==> config.mk <==
export PLATFORM = sky130hd
export DESIGN_NAME = fifo_rd_ctrl
export DESIGN_NICKNAME = d
export VERILOG_FILES = /design/src/rtl/fifo_rd_ctrl.sv
export SDC_FILE = /design/constraint.sdc
export NUM_CORES = 1
export LEC_CHECK = 0
export ABC_AREA = 1
export CAP_MARGIN = 20
export CELL_PAD_IN_SITES_DETAIL_PLACEMENT = 0
export CELL_PAD_IN_SITES_GLOBAL_PLACEMENT = 1
export CORE_MARGIN = 5
export CORE_UTILIZATION = 31
export CTS_BUF_LIST = sky130_fd_sc_hd__clkbuf_4 sky130_fd_sc_hd__clkbuf_8 sky130_fd_sc_hd__clkbuf_16
export CTS_CLUSTER_DIAMETER = 30
export DETAILED_ROUTE_END_ITERATION = 10
export PLACE_DENSITY = 0.75
export SYNTH_ARGS = -nofsm -noshare
export SYNTH_HDL_FRONTEND = slang
export SYNTH_SLANG_ARGS = --single-unit
==> constraint.sdc <==
create_clock -name rclk -period 3.3 [get_ports rclk]
set_clock_uncertainty 0.15 [all_clocks]
set_input_delay 0.825 -clock rclk [delete_from_list [all_inputs] [get_ports rclk]]
set_output_delay 0.825 -clock rclk [all_outputs]
set_load 0.05 [all_outputs]
Fig. 1: track usage over the die
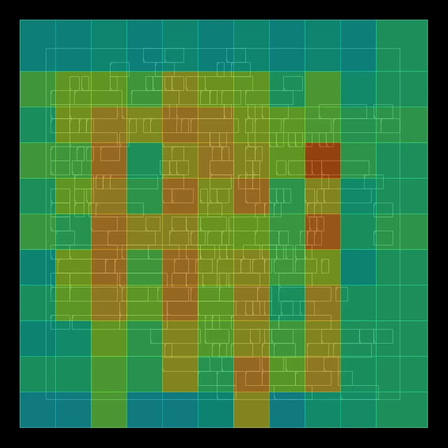
global routing met1 resource utilization: 0.120
DR WL/cell: 11.0 um

Fig. 2: PDN straps and rails
Drawn at 4 px/um. Pins as bars on the die edge.
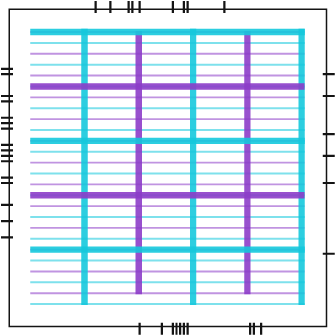
[purple] VDD
[cyan] VSS
met4 straps: 5
signal pins: 41
rows: 25
met5 straps: 5
Floorplan Core Area: 4660 um2
floorplan die width: 79.0 um
y dimension of the die: 79.0 um

Fig. 3: placed cells, one color a class
Drawn at 6 px/um. Fill, decap, tap and diode cells in gray.
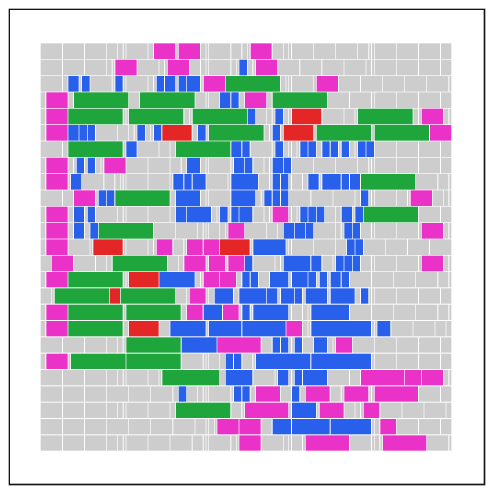
[red] clock drivers and dummy loads | cells: 8 | share of their area: 4.4%
[blue] remaining logic cells | cells: 131 | share of their area: 37%
[magenta] remaining buffers and delay cells | cells: 61 | share of their area: 27%
[green] registers | cells: 29 | share of their area: 31%
std cell rows: 25
cell area after layout: 2380 um2

Fig. 4: sequential cells colored by netlist name
Drawn at 6 px/um. Other sequential cells in the stronger gray, the rest of the logic in the fainter gray.
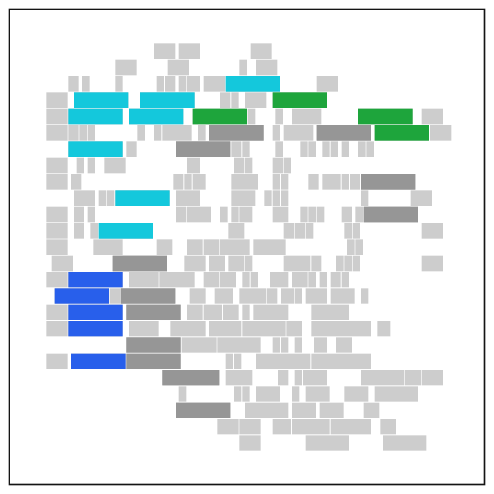
[cyan] rdata | placed flops: 8 | where: north-west
[green] rptr_gray | placed flops: 4
[blue] wq1_q | placed flops: 5
not colored: 12
FF/Latch Area: 727 um2
final cell utilization of the core: 0.511

==> impl_metrics.py <==
# Generated from Yosys and OpenROAD reports
metrics = {
    "outcome": {
        "run_status": "finished, violations left",
        "failing_checks": "negative setup slack",
    },
    "detailed_routing": {
        "initialDrtViolationCount": 55,
        "total_wire_length_after_detailed_routing_um": 3120,
        "drt.antenna.violating_nets": 0,
        "drt_pre_antenna_iters": 4,
        "vias": 1218,
        "viasPerCell": 4.30,
        "drc": 0,
    },
    "yosys": {
        "postSynthCellCount": 163,
        "yosys_warnings": 0,
        "synthTopCellsByArea": "sky130_fd_sc_hd__dfrtp_1 (48%), sky130_fd_sc_hd__nand2_1 (12%), sky130_fd_sc_hd__nand3_1 (6.8%)",
        "synthTopCellsByCount": "sky130_fd_sc_hd__nand2_1 (48), sky130_fd_sc_hd__dfrtp_1 (28), sky130_fd_sc_hd__nand3_1 (20)",
        "avg_inst_size_synth_um2": 9.04,
        "fraction_of_registers_with_async_set_reset": 1.00,
        "ys_types": 25,
        "ff_type": "sky130_fd_sc_hd__dfrtp_1",
        "number_of_enable_type_register_cells_in_the_synthesized_netlist": 0,
        "synth.top_cell.area_share": 0.475,
        "syn-cell-area_um2": 1470,
        "netlist.top_cell.by_instances": "sky130_fd_sc_hd__nand2_1",
        "top_area_cell": "sky130_fd_sc_hd__dfrtp_1",
        "seq_area_frac_synth": 0.493,
        "ys.flops": 29,
        "yosys-stat-cells": 163,
        "yosys.stat.chipArea_um2": 1470,
        "mappedNetlistNets": 187,
    },
    "place": {
        "place_area_um2": 2170,
        "routabilityCongestion": 0.734,
        "port_buffers": 40,
        "post_detailed_placement_half_perimeter_wirelength_um": 2350,
        "dpl.cell_count": 268,
    },
    "timing": {
        "slew_headroom": 0.648,
        "fmaxAchievable_ghz": 0.255,
        "min_period_over_period": 1.19,
        "finalWorstSetupSlack_ns": -0.626,
        "hold_violations": 0,
        "finalSetupViolations": 5,
        "slew_of_the_pin_with_the_lowest_slew_margin_ns": 0.526,
        "whs_ns": 0.192,
        "grt_setup_unrepaired": "yes",
        "final_number_of_max_transition_violations": 0,
        "final_period_minus_worst_setup_slack_ns": 3.93,
    },
    "clocking": {
        "ctsRootBufferMaster": "sky130_fd_sc_hd__clkbuf_8",
        "cts.hold.buffers_added": 0,
        "numCtsBuffers": 5,
        "cts_max_level": 2,
        "cts.path.max_buffers": 2,
        "tritoncts_sink_count": 29,
        "clk_pin_slew_worst_paths_ns": 0.06,
        "clkLatencyLatePin_ns": 0.28,
    },
    "layout": {
        "layout.cells.most_common": "sky130_fd_sc_hd__nand2_1",
        "largest_register_ffs": 8,
        "num-nets-final": 252,
        "layout-drive-gt1-share": 0.293,
        "stdcell_count": 283,
        "area_growth_pct": 61.5,
        "num_antenna_cells": 0,
    },
    "critical_path": {
        "worst-r2r-setup-slack_ns": 0.19,
        "nature_of_the_critical_path_endpoint": "output port",
        "crit_fanout": 2,
        "path_class": "reg2out",
        "cp-start-kind": "flop",
        "worstRegToRegCells": 19,
        "critical_path_required_ns": 2.32,
        "critical_path_arrival_ns": 2.95,
    },
    "grt": {
        "first_pass_grt_wire_length_um": 5300,
        "vias_in_the_first_global_route": 1219,
        "grt_antenna_before_repair": 0,
        "largest_net_degree_at_the_start_of_global_routing": 30,
        "grt_util_all_layers": 0.111,
        "globalRouteOverflowTotal": 0,
    },
    "floorplan": {
        "die_area_um2": 6230,
        "boundaryPins": 41,
        "fp-utilization": 0.316,
    },
    "hold_path": {
        "hold_depth": 0,
        "worstHoldPathType": "reg2reg",
    },
    "job": {
        "warning_count": 29,
        "timing.max_cap.violations": 0,
    },
}
-- layout make-up --
type	instances	area (um2)
Inverter	21	78.8
Clock inverter	1	5.00
Tap cell	54	67.6
Timing Repair Buffer	61	633
Clock buffer	7	96.3
Fill cell	437	2280
Multi-Input combinational cell	110	773
Sequential cell	29	727
-- routing by layer --
metal | track usage | vias up | wire length, um
met2 | 0.194 | 26 | 1570
met3 | 0.0431 | 4 | 203
met4 | 0.0464 | 0 | 48
li1 | - | 634 | -
met1 | 0.120 | 554 | 1300
met5 | 0 | - | 0
-- critical path: stages (launching register included) --
cell                      delay, ns
sky130_fd_sc_hd__dfrtp_1       0.40
sky130_fd_sc_hd__xor2_2        0.24
sky130_fd_sc_hd__xor2_2        0.18
sky130_fd_sc_hd__xor2_1        0.16
sky130_fd_sc_hd__ha_2          0.21
sky130_fd_sc_hd__fa_1          0.44
sky130_fd_sc_hd__inv_2         0.09
sky130_fd_sc_hd__ha_4          0.13
sky130_fd_sc_hd__inv_2         0.04
sky130_fd_sc_hd__nor2_4        0.11
sky130_fd_sc_hd__nand3_4       0.10
sky130_fd_sc_hd__xor2_4        0.17
sky130_fd_sc_hd__nor3b_4       0.23
sky130_fd_sc_hd__buf_12        0.16
-- logic make-up (layout without fill, tap and decap cells) --
kind of cell | Yosys count | in the layout | share of synthesized area
XOR/XNOR | 9 | 9 | 0.0535
buffers and inverters | 24 | 90 | 0.0713
AND-OR/OR-AND | 5 | 5 | 0.0170
AND/OR/NAND/NOR | 88 | 88 | 0.292
adder cells (fa/ha/maj) | 8 | 8 | 0.0730
flip-flops | 29 | 29 | 0.493
-- through the flow --
stage / setup TNS, ns / setup WS, ns / utilization
2_1_floorplan: -1.11 / -0.639 / -
3_3_place_gp: -0.898 / -0.354 / 0.467
3_5_place_dp: -1.10 / -0.426 / 0.467
4_1_cts: -2.09 / -0.628 / 0.500
5_1_grt: -2.96 / -0.790 / 0.511
6_report: -2.30 / -0.626 / 0.511
-- timing repair --
item,4_1_cts,5_1_grt
buffers inserted,2,5
endpoints found under the setup margin,5,6
resized,8,4
pin swaps,8,8
